Figure 1. Placed cells, one color a class.
Fill, decap, tap and diode cells in gray.
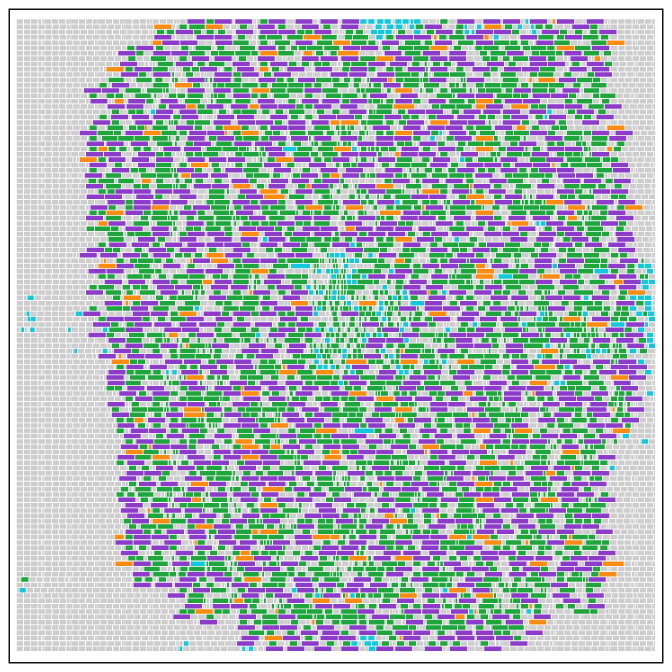
Figure 2. Signal metal coverage by tile.
The bar under the picture is 100 um long. The die is cut into 33 by 33 equal tiles; dark blue is low, red is high, scaled to the fullest tile. Values are wire area over tile area, all layers added.
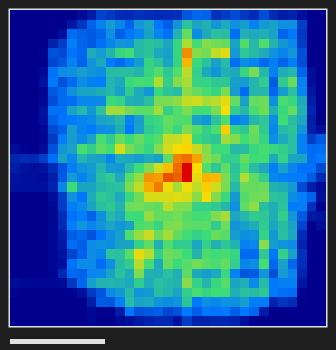
Figure 3. Clock wiring as the flow saved it.
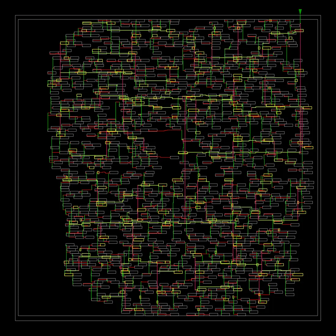
Figure 4. Signal wires on met1.
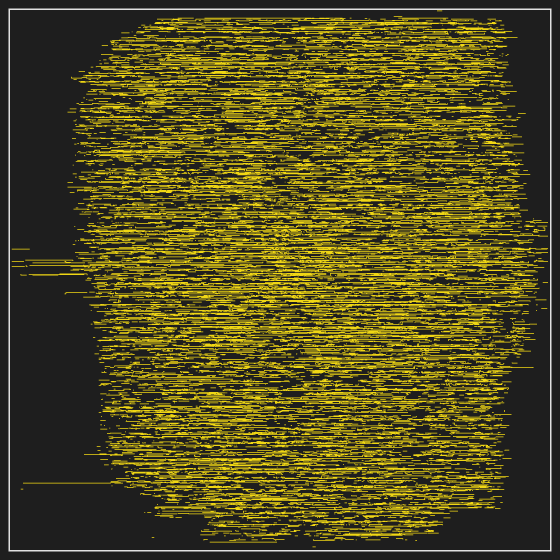
Figure 5. Met3 routing.
The bar under the picture is 100 um long.
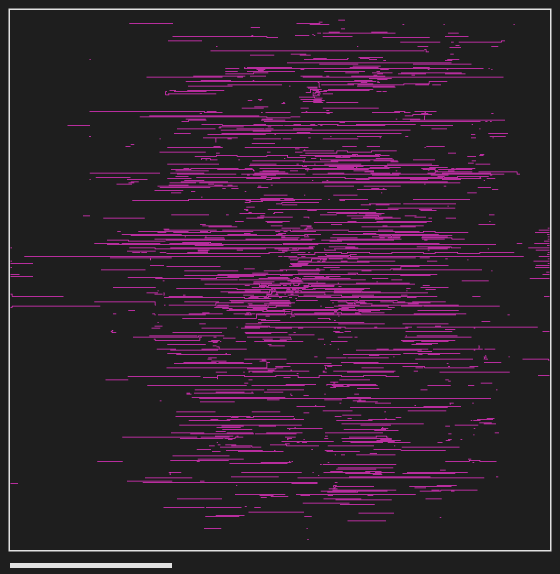
==> config.mk <==
export PLATFORM = sky130hd
export DESIGN_NAME = beam_steer_tx
export DESIGN_NICKNAME = d
export VERILOG_FILES = /design/src/rtl/beam_pkg.sv /design/src/rtl/steer_delay_line.sv /design/src/rtl/beam_steer_tx.sv
export SDC_FILE = /design/constraint.sdc
export NUM_CORES = 2
export LEC_CHECK = 0
export CAP_MARGIN = 20
export CORE_MARGIN = 3
export CORE_UTILIZATION = 54
export CTS_CLUSTER_SIZE = 25
export DETAILED_ROUTE_END_ITERATION = 10
export PLACE_DENSITY = 0.75
export SETUP_SLACK_MARGIN = 0.4
export SLEW_MARGIN = 0
export SYNTH_ARGS = -nofsm -noshare
export SYNTH_HDL_FRONTEND = slang
export SYNTH_SLANG_ARGS = --single-unit
==> constraint.sdc <==
create_clock -name clk -period 111 [get_ports clk]
set_input_delay 22.2 -clock clk [delete_from_list [all_inputs] [get_ports clk]]
set_output_delay 22.2 -clock clk [all_outputs]
set_load 0.02 [all_outputs]
==> impl_metrics.env <==
# flow metrics
export IMPL_cts_hold_buffers_added=0
export IMPL_outcome="finished clean"
export IMPL_crit_arrival_ps=25250
export IMPL_p_per_area_nw_per_um2=32.92
export IMPL_detailedPlacementHpwl_um=99150
export IMPL_first_global_vias=37140
export IMPL_timing_final_crit_share_pct=22.23
export IMPL_numSynthFlops=1085
export IMPL_synthAdderAreaFrac_pct=0.2720
export IMPL_yosysCellCount=3886
export IMPL_grt_start_max_net_pins=185
export IMPL_floorplan_die_height_um=333.6
export IMPL_ys_top_cells_by_count="sky130_fd_sc_hd__dfrtp_1, sky130_fd_sc_hd__mux2_2, sky130_fd_sc_hd__mux4_2"
export IMPL_cts_repair_timing_setup_buffer_count=0
export IMPL_syn_instance_count=3886
export IMPL_ctsHtreeMaxLevel=3
export IMPL_replace_congestion=0.9576
export IMPL_period_needed_ps=24670
export IMPL_report_final_setup_viol=0
export IMPL_synth_warnings=0
export IMPL_top_area_cell="sky130_fd_sc_hd__dfrtp_1"
export IMPL_post_route_cells_drive_above_1_share_pct=51.00
export IMPL_ys_top_cells_by_area="sky130_fd_sc_hd__dfrtp_1, sky130_fd_sc_hd__mux4_2, sky130_fd_sc_hd__mux2_2"
export IMPL_grt_setup_unrepaired="no"
export IMPL_crit_path_end_kind="asynchronous set/reset pin"
export IMPL_synth_logic_top_family="multiplexers"
export IMPL_clkLatencyLatePin_ps=700
export IMPL_core_utilization_before_placement_pct=54.74
export IMPL_clock_tree_root_cell="sky130_fd_sc_hd__clkbuf_16"
export IMPL_cp_required_ps=111580
export IMPL_lay_top_count="sky130_fd_sc_hd__dfrtp_1"
export IMPL_leakage_nw=27.95
export IMPL_placement_io_buffers=66
export IMPL_via_density_per_instance=6.987
export IMPL_cts_tree="done"
export IMPL_wire_per_inst_um=32.21
export IMPL_syn_area_per_cell_sq_um=14.91
export IMPL_ys_dominant_reg_cell="sky130_fd_sc_hd__dfrtp_1"
export IMPL_ys_area_sq_um=57950
export IMPL_antenna_violations_before_repair=6
export IMPL_fp_dieArea_sq_um=111300
export IMPL_power_share_combinational_pct=51.7
export IMPL_globalRouteOverflowTotal=0
export IMPL_slew_headroom_pct=17.36
Back to the opening pictures, Figure 1:
- cyan: remaining buffers and delay cells (cells 189; share of their area 2.6%)
- purple: sequential cells (cells 1085; share of their area 44%)
- green: combinational and other logic (cells 2416; share of their area 47%)
- orange: clock drivers and dummy loads (cells 210; share of their area 6.4%)
sequential cell area share: 42.71%
Util after Layout: 60.09%
cell area after layout: 63610 sq um
placement row count: 119
area of the core: 105900 sq um

Back to the opening pictures, Figure 2:
- mean over tiles: 0.27
- tiles over half the peak: 19%
- densest ninth of the die: center
- fullest tile: 0.87
number of vias in the routed layout: 37000
Total Routed Length: 170600 um

Back to the opening pictures, Figure 3:
flip-flops: 1085
count of clock buffers in the final design: 179
clock tree skew after final layout: 31.38 ps
Clock Sinks: 1085

Back to the opening pictures, Figure 4:
- nets with wire on the layer: 3585
- longest straight run: 80.0 um
- wire length on this layer: 66.5 mm
- main direction: horizontal
- share of all routed wire: 39%
Global Route met1 Usage: 42.22%

Back to the opening pictures, Figure 5:
- share of all routed wire: 11%
- longest straight run: 180 um
- main direction: horizontal
- nets with wire on the layer: 532
routing usage on met3: 10.33%

cell families after synthesis:
| kind of cell | Yosys count |
|---|---|
| multiplexers | 1655 |
| flip-flops | 1085 |
| AND/OR/NAND/NOR | 597 |
| buffers and inverters | 407 |
| AND-OR/OR-AND | 108 |
| XOR/XNOR | 22 |
| adder cells (fa/ha/maj) | 12 |
metal layers:
layer	global-route usage, %	vias to the layer above
met1	42.22	19830
met5	0	-
li1	-	14660
met3	10.33	466
met4	14.82	4
met2	44.43	2039
worst max-delay path, cell delays in order:
cell,delay [ps]
sky130_fd_sc_hd__clkdlybuf4s50_1,490
sky130_fd_sc_hd__inv_8,580
sky130_fd_sc_hd__buf_4,850
sky130_fd_sc_hd__buf_4,860
power groups by stage:
stage / clock network [mW] / registers, mW / logic (mW)
finish: 0.402 / 0.609 / 1.08
global route: 0.422 / 0.621 / 1.12
floorplan: 0 / 0.582 / 0.737
CTS: 0.406 / 0.605 / 1.06
detailed placement: 0 / 0.611 / 1.06
global placement: 0 / 0.605 / 1.04
through the flow:
step,area (sq um),instances,setup WS [ps]
finish,63610,5295,86330
global route,63600,5292,85880
CTS,63550,5289,86250
detailed placement,59600,5079,85530
global placement,59570,5078,85560
floorplan,57950,3886,58270
final cells by class:
| class | instances | area [sq um] |
|---|---|---|
| flip-flops and latches | 1085 | 27170 |
| inverters | 22 | 92.59 |
| well taps | 1391 | 1740 |
| multi-input cells | 2394 | 29030 |
| clock inverters | 31 | 454.2 |
| diodes | 4 | 10.01 |
| repair buffers | 189 | 1614 |
| clock buffers | 179 | 3501 |
| fillers | 7745 | 42250 |
Power figures rest on the tool's default switching activity, not on a simulated workload.
